`src/rtl/soc_system_pio_capture_if.sv`:
```
// Avalon-MM slave bus bundle for the soc_system input PIO.
// Master side is the HPS lightweight bridge; slave side is the PIO register block.
interface soc_system_pio_capture_if;
   logic [2:0]  address;
   logic        chipselect;
   logic        write_n;
   logic [31:0] writedata;
   logic [31:0] readdata;

   modport master (
      output address,
      output chipselect,
      output write_n,
      output writedata,
      input  readdata
   );

   modport slave (
      input  address,
      input  chipselect,
      input  write_n,
      input  writedata,
      output readdata
   );
endinterface

```
`src/rtl/soc_system_pio_capture.sv`:
```
// Avalon-MM input PIO: synchroniser, per-bit debounce, selectable edge capture
// with write-1-to-clear, and masked level interrupt.
module soc_system_pio_capture #(
   parameter int unsigned      WIDTH           = 12,
   parameter int unsigned      SYNC_STAGES     = 2,
   parameter int unsigned      DEBOUNCE_CYCLES = 0,
   parameter logic [WIDTH-1:0] RISE_DEFAULT    = '1,
   parameter logic [WIDTH-1:0] FALL_DEFAULT    = '0
) (
   input  logic                     clk,
   input  logic                     reset,
   soc_system_pio_capture_if.slave  avs,
   input  logic [WIDTH-1:0]         in_port,
   output logic                     irq
);

   localparam int unsigned CW       = (DEBOUNCE_CYCLES > 1) ? $clog2(DEBOUNCE_CYCLES + 1) : 1;
   localparam int unsigned CNT_LAST = (DEBOUNCE_CYCLES > 1) ? DEBOUNCE_CYCLES - 1 : 0;
   localparam logic [CW-1:0] CNT_LAST_V = CW'(CNT_LAST);

   typedef enum logic [2:0] {
      A_DATA = 3'd0,
      A_RAW  = 3'd1,
      A_MASK = 3'd2,
      A_CAP  = 3'd3,
      A_RISE = 3'd4,
      A_FALL = 3'd5
   } reg_addr_e;

   logic [WIDTH-1:0] r_sync [SYNC_STAGES];
   logic [CW-1:0]    r_cnt  [WIDTH];
   logic [WIDTH-1:0] r_data;
   logic [WIDTH-1:0] r_prev;
   logic [WIDTH-1:0] r_mask;
   logic [WIDTH-1:0] r_cap;
   logic [WIDTH-1:0] r_rise;
   logic [WIDTH-1:0] r_fall;
   logic [31:0]      r_rdata;

   logic             w_wr;
   logic [WIDTH-1:0] w_raw;
   logic [WIDTH-1:0] w_wdata;
   logic [WIDTH-1:0] w_edge;
   logic [WIDTH-1:0] w_clr;
   logic [31:0]      w_rmux;

   assign w_wr    = avs.chipselect & ~avs.write_n;
   assign w_raw   = r_sync[SYNC_STAGES-1];
   assign w_wdata = avs.writedata[WIDTH-1:0];
   assign w_edge  = (r_data & ~r_prev & r_rise) | (~r_data & r_prev & r_fall);
   assign w_clr   = (w_wr && (avs.address == A_CAP)) ? w_wdata : '0;

   always_ff @(posedge clk) begin
      if (reset) begin
         for (int unsigned i = 0; i < SYNC_STAGES; i++) r_sync[i] <= '0;
      end else begin
         r_sync[0] <= in_port;
         for (int unsigned i = 1; i < SYNC_STAGES; i++) r_sync[i] <= r_sync[i-1];
      end
   end

   // A bit only follows RAW after it has differed from DATA for the full count;
   // any return to DATA zeroes the count so glitches restart it.
   always_ff @(posedge clk) begin
      if (reset) begin
         r_data <= '0;
         for (int unsigned i = 0; i < WIDTH; i++) r_cnt[i] <= '0;
      end else begin
         for (int unsigned i = 0; i < WIDTH; i++) begin
            if (w_raw[i] == r_data[i]) begin
               r_cnt[i] <= '0;
            end else if ((DEBOUNCE_CYCLES <= 1) || (r_cnt[i] == CNT_LAST_V)) begin
               r_data[i] <= w_raw[i];
               r_cnt[i]  <= '0;
            end else begin
               r_cnt[i] <= r_cnt[i] + CW'(1);
            end
         end
      end
   end

   always_ff @(posedge clk) begin
      if (reset) begin
         r_prev <= '0;
         r_mask <= '0;
         r_cap  <= '0;
         r_rise <= RISE_DEFAULT;
         r_fall <= FALL_DEFAULT;
      end else begin
         r_prev <= r_data;
         // New edges are OR-ed in after the clear so a coincident edge survives.
         r_cap  <= (r_cap & ~w_clr) | w_edge;
         if (w_wr) begin
            case (avs.address)
               A_MASK:  r_mask <= w_wdata;
               A_RISE:  r_rise <= w_wdata;
               A_FALL:  r_fall <= w_wdata;
               default: ;
            endcase
         end
      end
   end

   always_comb begin
      w_rmux = '0;
      case (avs.address)
         A_DATA:  w_rmux[WIDTH-1:0] = r_data;
         A_RAW:   w_rmux[WIDTH-1:0] = w_raw;
         A_MASK:  w_rmux[WIDTH-1:0] = r_mask;
         A_CAP:   w_rmux[WIDTH-1:0] = r_cap;
         A_RISE:  w_rmux[WIDTH-1:0] = r_rise;
         A_FALL:  w_rmux[WIDTH-1:0] = r_fall;
         default: w_rmux = '0;
      endcase
   end

   always_ff @(posedge clk) begin
      if (reset) r_rdata <= '0;
      else       r_rdata <= w_rmux;
   end

   assign avs.readdata = r_rdata;
   assign irq          = |(r_cap & r_mask);

endmodule

```
`src/flat_wrapper.sv`:
```
// flat-port wrapper written by rule: the top's interface ports become plain ports
module soc_system_pio_capture_flat 
#(
   parameter int unsigned      WIDTH           = 12,
   parameter int unsigned      SYNC_STAGES     = 2,
   parameter int unsigned      DEBOUNCE_CYCLES = 0,
   parameter logic [WIDTH-1:0] RISE_DEFAULT    = '1,
   parameter logic [WIDTH-1:0] FALL_DEFAULT    = '0
)
  (clk, reset, in_port, irq, avs_address, avs_chipselect, avs_write_n, avs_writedata, avs_readdata);
  soc_system_pio_capture_if avs_i ();
  input  logic clk;
  input  logic reset;
  input  logic [WIDTH-1:0] in_port;
  output logic irq;
  input wire logic [$bits(avs_i.address)-1:0] avs_address;
  input wire logic [$bits(avs_i.chipselect)-1:0] avs_chipselect;
  input wire logic [$bits(avs_i.write_n)-1:0] avs_write_n;
  input wire logic [$bits(avs_i.writedata)-1:0] avs_writedata;
  output wire logic [$bits(avs_i.readdata)-1:0] avs_readdata;
  assign avs_i.address = avs_address;
  assign avs_i.chipselect = avs_chipselect;
  assign avs_i.write_n = avs_write_n;
  assign avs_i.writedata = avs_writedata;
  assign avs_readdata = avs_i.readdata;
  soc_system_pio_capture #(.WIDTH(WIDTH), .SYNC_STAGES(SYNC_STAGES), .DEBOUNCE_CYCLES(DEBOUNCE_CYCLES), .RISE_DEFAULT(RISE_DEFAULT), .FALL_DEFAULT(FALL_DEFAULT)) u_core (.clk(clk), .reset(reset), .avs(avs_i), .in_port(in_port), .irq(irq));
endmodule
```
`config.mk`:
```
export PLATFORM = sky130hd
export DESIGN_NAME = soc_system_pio_capture_flat
export DESIGN_NICKNAME = d
export VERILOG_FILES = /design/src/rtl/soc_system_pio_capture_if.sv /design/src/rtl/soc_system_pio_capture.sv /design/src/flat_wrapper.sv
export SDC_FILE = /design/constraint.sdc
export NUM_CORES = 1
export LEC_CHECK = 0
export CORE_MARGIN = 2
export CORE_UTILIZATION = 49
export CTS_BUF_LIST = sky130_fd_sc_hd__clkbuf_4 sky130_fd_sc_hd__clkbuf_8
export CTS_CLUSTER_DIAMETER = 60
export CTS_CLUSTER_SIZE = 8
export DETAILED_ROUTE_END_ITERATION = 7
export PLACE_DENSITY = 0.81
export RECOVER_POWER = 100
export SLEW_MARGIN = 15
export SYNTH_ARGS = -nofsm -noshare
export SYNTH_HDL_FRONTEND = slang
export SYNTH_SLANG_ARGS = --single-unit
```
`constraint.sdc`:
```
create_clock -name clk -period 1.62 [get_ports clk]
set_clock_uncertainty 0.2 [all_clocks]
set_input_delay 0.405 -clock clk [delete_from_list [all_inputs] [get_ports clk]]
set_output_delay 0.405 -clock clk [all_outputs]
set_load 0.05 [all_outputs]
```
### Routed metal, one colour a layer, run 1

Scale bar: 20 um.
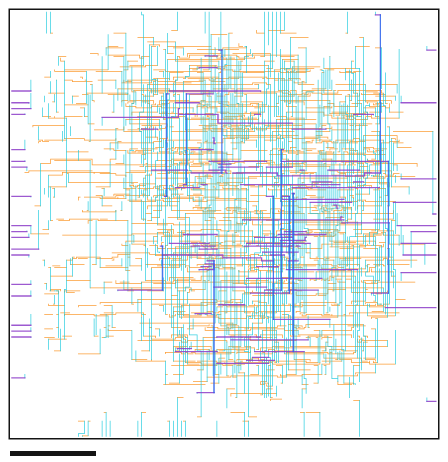
- met1: orange (wire length 4750 um)
- met2: cyan (wire length 5420 um)
- met3: purple (wire length 838 um)
- met4: blue (wire length 302 um)
Vias: 3792
gr usage total: 0.231

### Clock routing, run 1

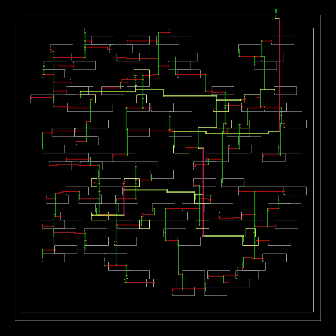
Clock Sinks: 108
Clock group: 0.00157 W
flop count: 108

==> deck_impl_summary.md, run 1 <==
Key Metrics from the Run

Status
  – Status: finished, violations left
  – Failing checks: setup timing

Floorplanning
  – Tap cells: 108
  – Core area: 8760 um2

CTS
  – CTS Buf Count: 9
  – Postcts setup bufs: 2

Final layout
  – Fill count: 723
  – Logic inverters: 1
  – CLK BUF: 9
  – Commonest Layout Cell: dfxtp_1
  – Combinational share of cell area: 0.379
  – Final core utilization: 0.624

Timing
  – Max Slew Vio Count: 0
  – Setup violators final: 7
  – Clock period minus worst slack: 2090 ps
  – Hold Vio Cnt, Final: 0
  – Setup ws final: -467 ps
  – Unrepaired setup endpoints after global routing: yes

Pwr
  – Net switching power: 0.00143 W
  – Biggest consumer: sequential cells
  – Clock network power share: 0.313
  – Final Power: 0.00503 W
  – P_leak: 2.15 nW
  – Power Dens Cells: 920 nW/um2

Route
  – Metal-1 WL: 4750 um

Global routing
  – Pin count of the biggest net entering global routing: 42

Min path
  – Hold Path Sink: u_core.r_sync[0][22]
  – Worst min path class: register to register

Logic synthesis
  – Area leader share: 0.485
  – Yosys stat area: 4460 um2
  – Post-synthesis sequential area ratio: 0.485
  – Largest area contributor in the netlist: dfxtp_1
  – Post-synthesis cell type with the largest instance count: dfxtp_1

Worst setup path
  – R2R cell count: 4
### Sequential cells coloured by netlist name, run 1

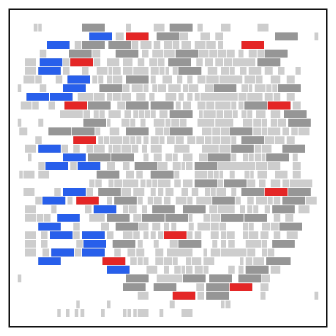
- u_core.r_sync: blue (placed flops 24)
- u_core.r_data: red (placed flops 12; where all over the die)
sequential share of cell area: 0.396
Sequential Power: 0.00278 W
register area: 2160 um2

### Clock network drawn from the DEF, run 1

Scale bar: 20 um.
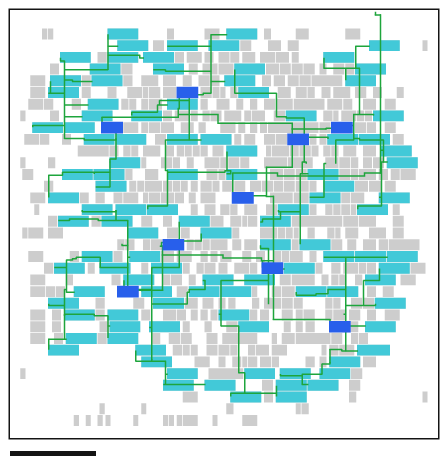

## Run 2: what changed since run 1
==> constraint.sdc (replaced) <==
create_clock -name clk -period 1.62 [get_ports clk]
set_clock_uncertainty 0.2 [all_clocks]
set_input_delay 0.405 -clock clk [delete_from_list [all_inputs] [get_ports clk]]
set_output_delay 0.405 -clock clk [all_outputs]
set_load 0.005 [all_outputs]
### Clock network drawn from the DEF, run 2

Scale bar: 20 um.
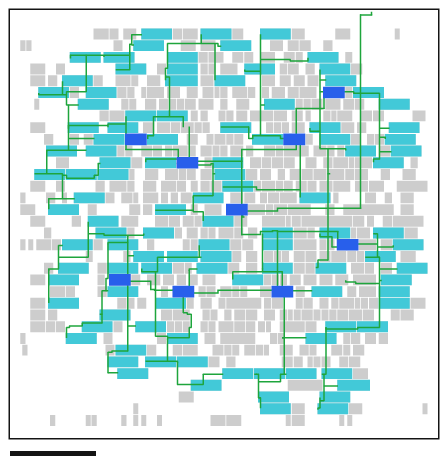
- cells driving clock nets: blue (count 9)
- flip-flops: cyan (count 108)
- clock wires: green (length 1100 um)
- routed clock nets: 10
- flops lie: all over the die
Clock group: 0.00164 W
clock network power share: 0.329
Late-Pin Clk Latency: 380 ps

### Routed metal, one colour a layer, run 2

Scale bar: 20 um.
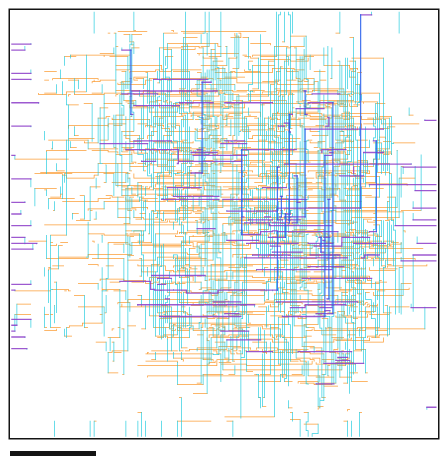
- met1: orange (wire length 4840 um)
- met3: purple (wire length 948 um)
- met2: cyan (wire length 5720 um)
- met4: blue (wire length 333 um)
Vias: 3951
gr usage total: 0.238
final WL: 11800 um
routed len/inst: 17.8 um

==> run 2 against run 1 <==
  * The run still ends with setup timing left
  * Maximum frequency increased by 1.2%
  * Area after synthesis is the same
  * Count of clock-buffer cells in the layout unchanged
  * Via count up 4.2%
  * First-iteration DRC count fell by 12%
  * Sequential power about the same
  * Synthesized cell count unchanged
  * Final area increased by 2.1%
==> deck_impl_summary.md, run 2 <==
Key Metrics from the Run

CTS
  – Postcts setup bufs: 4
  – Clock Sinks: 108

Status
  – Failing checks: setup timing
  – Status: finished, violations left

Worst setup path
  – R2R cell count: 4

Final layout
  – Logic inverters: 1
  – Sequential share of cell area: 0.388
  – Flop count: 108
  – Combinational share of cell area: 0.374
  – Final core utilization: 0.637
  – Commonest Layout Cell: dfxtp_1
  – Fill count: 708

Pwr
  – P_leak: 2.25 nW
  – Sequential Power: 0.00278 W
  – Power Dens Cells: 892 nW/um2
  – Net switching power: 0.00135 W

Timing
  – Hold Vio Cnt, Final: 0
  – Setup violators final: 8
  – Setup ws final: -443 ps
  – Clock period minus worst slack: 2060 ps

Route
  – Metal-1 WL: 4840 um

Logic synthesis
  – Post-synthesis cell type with the largest instance count: dfxtp_1
  – Post-synthesis sequential area ratio: 0.485
  – Area leader share: 0.485

Min path
  – Worst min path class: register to register

Global routing
  – Pin count of the biggest net entering global routing: 31
### Pin placement, run 2

Pins as bars across the die edge, other pins in grey.
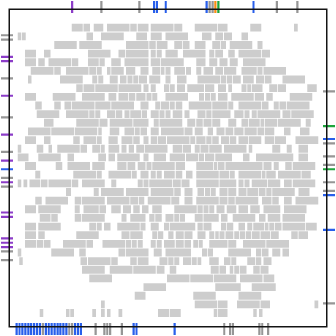
- avs_address: green (pins 3; direction input; edge 2 east, 1 north)
- avs_writedata: blue (pins 32; direction input; edge 23 south, 5 north, 3 east, 1 west)
- avs_chipselect: orange (pins 1; direction input; edge north)
- in_port: purple (pins 12; direction input; edge 11 west, 1 north)
- all pins by edge: 37 south, 21 west, 14 north, 12 east
Die W: 99.4 um
number of port buffers: 43

Power and IR drop assume default switching activity.
